==> config.mk <==
export PLATFORM = sky130hd
export DESIGN_NAME = nebula_packet_reassembler_flat
export DESIGN_NICKNAME = d
export VERILOG_FILES = /design/src/rtl/nebula_packet_reassembler_if.sv /design/src/rtl/nebula_packet_reassembler.sv /design/src/flat_wrapper.sv
export SDC_FILE = /design/constraint.sdc
export NUM_CORES = 2
export LEC_CHECK = 0
export CAP_MARGIN = 30
export CORE_AREA = 2 2 770 772
export CTS_BUF_LIST = sky130_fd_sc_hd__clkbuf_8
export DETAILED_ROUTE_END_ITERATION = 10
export DIE_AREA = 0 0 772 774
export PLACE_DENSITY_LB_ADDON = 0.15
export REMOVE_ABC_BUFFERS = 1
export SYNTH_ARGS = -nofsm -noshare
export SYNTH_HDL_FRONTEND = slang
export SYNTH_SLANG_ARGS = --single-unit
==> constraint.sdc <==
create_clock -name clk -period 2.82 [get_ports clk]
set_input_delay 0.423 -clock clk [delete_from_list [all_inputs] [get_ports clk]]
set_output_delay 0.423 -clock clk [all_outputs]
set_load 0.005 [all_outputs]
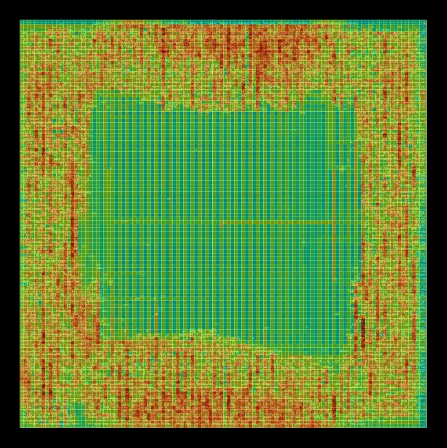
Figure 1: track usage over the die.
routing usage on met2: 28.9%
GRT Util Overall: 18.1%

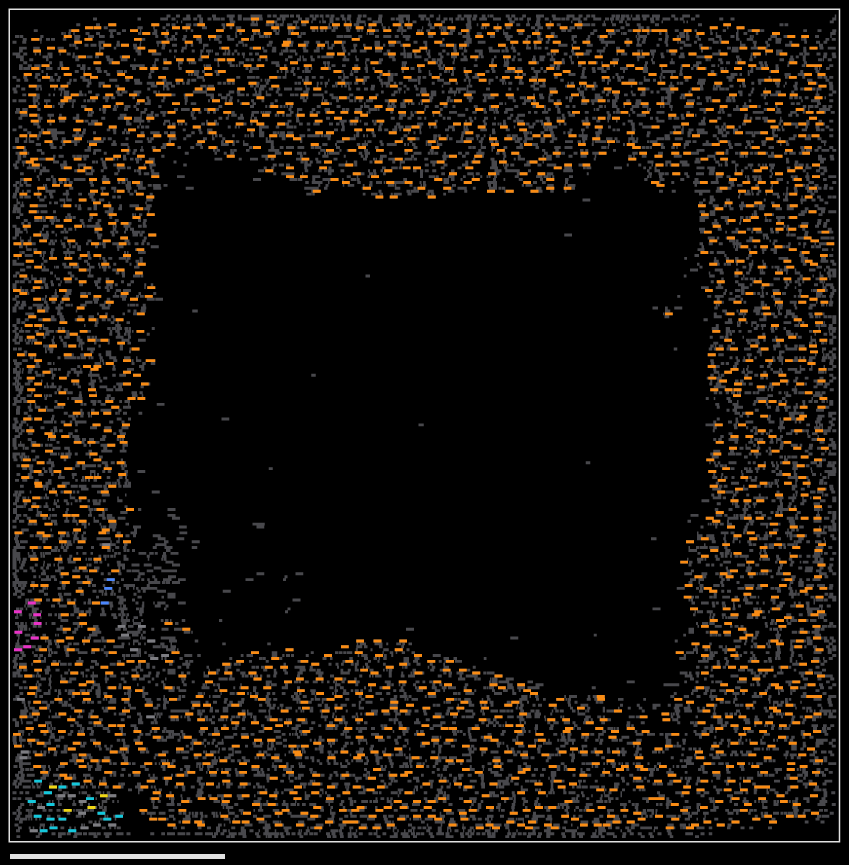
Figure 2: sequential cells colored by netlist name.
The bar under the picture is 200 um long.
name in the netlist	color	placed flops
u_core.bus.pkt_data	orange	1664
u_core.bus.pkt_seq	cyan	16
u_core.bus.err_code	blue	3
u_core.bus.pkt_id	magenta	8
u_core.bus.pkt_src_y	yellow	4
not colored	22
final core area utilization: 21.5%
flop share of the area: 27.2%
P_seq: 24.3 mW
register area: 34400 um2

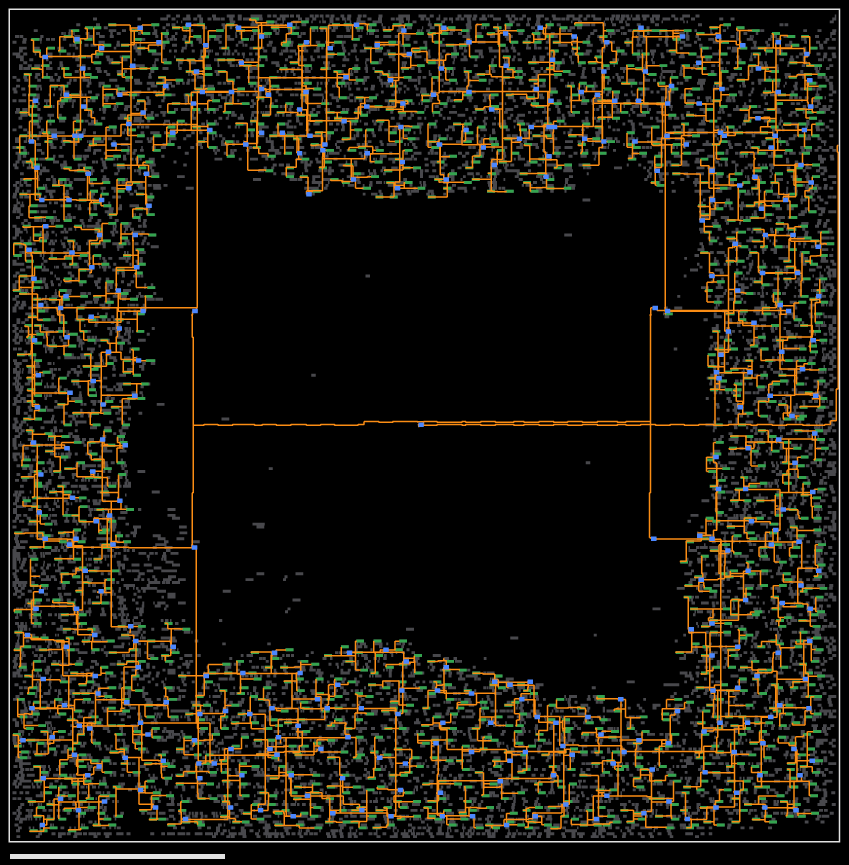
Figure 3: clock network drawn from the DEF.
The bar under the picture is 200 um long.
[clock wires] orange | length: 36.9 mm
[flip-flops] green | count: 1717
[cells driving clock nets] blue | count: 372
flops lie	all over the die
Clk pwr share: 48.9%
Clock Power: 28.2 mW
clk_skew: 0.129 ns

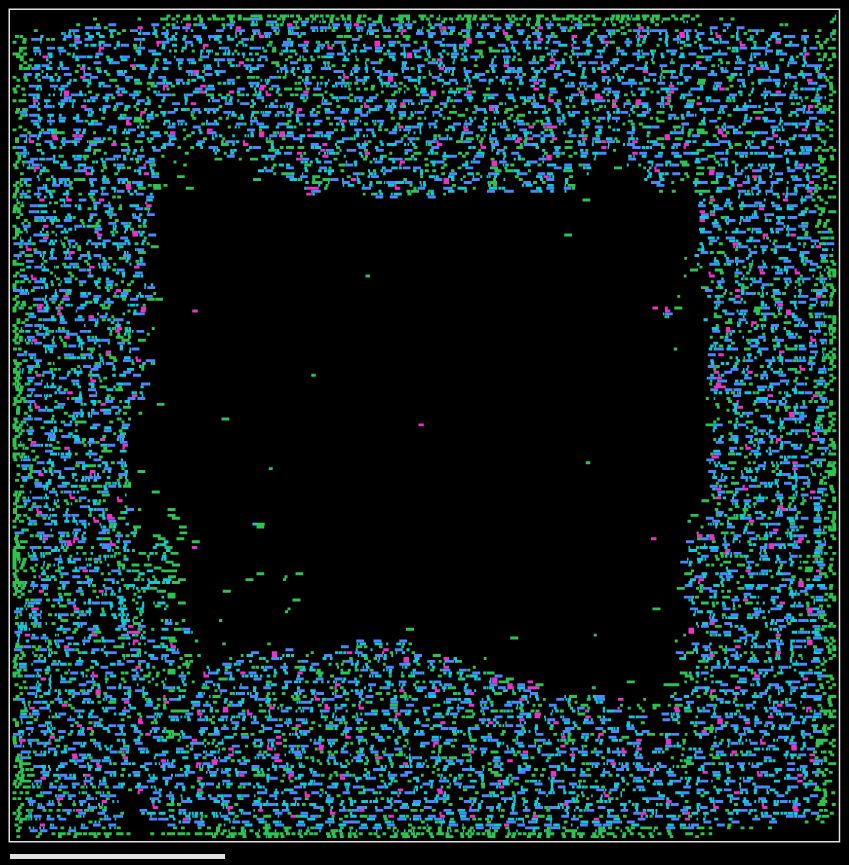
Figure 4: cells colored by class.
The bar under the picture is 200 um long.
class	color	cells
other buffers and delay cells	green	3253
all other logic	cyan	6705
flops	blue	1717
clock drivers and dummy loads	magenta	634
fin area: 126000 um2
core area: 589000 um2
# rows: 282

==> out/results.ini <==
[sta]
fin_crit_sh_pct=94.2
period_minus_slack_ns=2.66
max-slew-margin-rel_pct=29.3
setup_ws_ns=0.165
rsz0062_at_grt=no
drv_slew=0
tightest_slew_ns=1.06

[logic_synthesis]
yosysTopAreaCell=dfxtp_1
edf_count=0
ys_warn_count=0
synth.area.top_cells=dfxtp_1, a32oi_1, nand3_1, nand2_1, nor3b_1
simple_gate_share_pct=29.4
synth-compound-area-share_pct=19.7
synth_top_flop_cell=dfxtp_1
most_common_cell=dfxtp_1
adder_share_pct=0.139
async_flop_share_pct=0
synth.distinct_cells=55

[critical_path]
path_class=reg -> reg
crit_top_cell=buf_4
critical_path_required_ns=3.82
end_kind=flop
path_cells=inv_1 -> ha_1 -> nand3b_4 -> buf_4 -> buf_12 -> buf_4 -> nor4_1 -> a32oi_1 -> nand2_1
crit_family=simple AND/OR/NAND/NOR gates
arrival_ns=3.65
r2r_cells=9

[grt]
grt_pass1_wl_um=778000
grtUsageMet3_pct=5.12
top_usage_layer=met2
grt_pass1_vias=87403

[clock_tree]
htreeDepth=5
cts_tree=yes
worstSkewPairLatency_ns=1.13
cts.root.buffer_cell=clkbuf_8
clockBufferDepth=4
clk_pin_slew_ns=0.05

[drt]
drt_iter0_markers=7114
finalWirelength_um=575000
top_layer_used=met5
wl_met3_um=46800
dr_wl_met2_um=258000
post_drt_wl_per_cell_um=28.5
firstDrtPassIters=5

[placed_design]
dpl.hpwl_um=430000
numPortBuffers=1974
placed_area_um2=117000

[floorplan]
fp_util_pct=13.8
die_h_um=774
die-area_um2=598000
num_io_pins=1980
die_w_um=772

[pwr]
powerDensity_nw_per_um2=456
leakagePower_nw=50.4

[layout]
finalNetCount=12318
largest_register_ffs=1664
final_cells=20129
drive_gt1_share_pct=13.7

[flow_run]
warning_count=34

[run_status]
outcome=complete, no violations

==> cell families after synthesis <==
kind of cell	count (synthesis)
compound gates	1741
xor+xnor	8
fa+ha+maj	9
buf+inv	1655
flops	1717
mux	1
other cells	1
simple gates	4504
==> power breakdown <==
part / switching (mW) / internal (mW) / leakage, nW
sequential: 0.00635 / 24.3 / 13.8
clock: 13.5 / 14.7 / 4.24
combinational: 3.64 / 1.55 / 32.3
==> area by class of cell <==
class | instances | area (um2) | share of cell area [%]
tap | 7810 | 9770 | 7.73
clock buffer | 449 | 6180 | 4.89
antenna | 10 | 25.0 | 0.0198
multi-input combinational | 6268 | 40200 | 31.8
timing repair buffer | 3253 | 33100 | 26.2
sequential | 1717 | 34400 | 27.2
clock inverter | 185 | 1050 | 0.830
inverter | 437 | 1650 | 1.30
==> timing repair <==
item / 4_1_cts / 5_1_grt
setup buffers: 1 / 0
hold buffers: 230 / 0
gates resized: 85 / 2
pin swaps: 0 / 0
endpoints found under the hold margin: 247 / 0
setup endpoints to repair: 74 / 2
==> through the flow <==
stage | power [mW] | setup TNS [ns]
after global placement | 29.7 | -173.16
after detailed placement | 29.8 | -175.15
final | 57.7 | 0
after floorplan | 25.9 | -
after global routing | 59.8 | 0
after CTS | 58.8 | 0
==> placed cells by master, fill, tap and decap left out, types with 413 or more instances in the layout <==
cell type / synthesis / final
clkdlybuf4s50_1: 0 / 1907
dfxtp_1: 1717 / 1707
nand2_1: 1338 / 1336
nand3_1: 1043 / 1041
a32oi_1: 1033 / 1033
buf_4: 10 / 781
nor3b_1: 625 / 625
inv_1: 435 / 579
clkbuf_8: 0 / 449
and3_1: 415 / 415
nor2b_1: 413 / 413
Power is estimated from default activity; no workload was simulated.
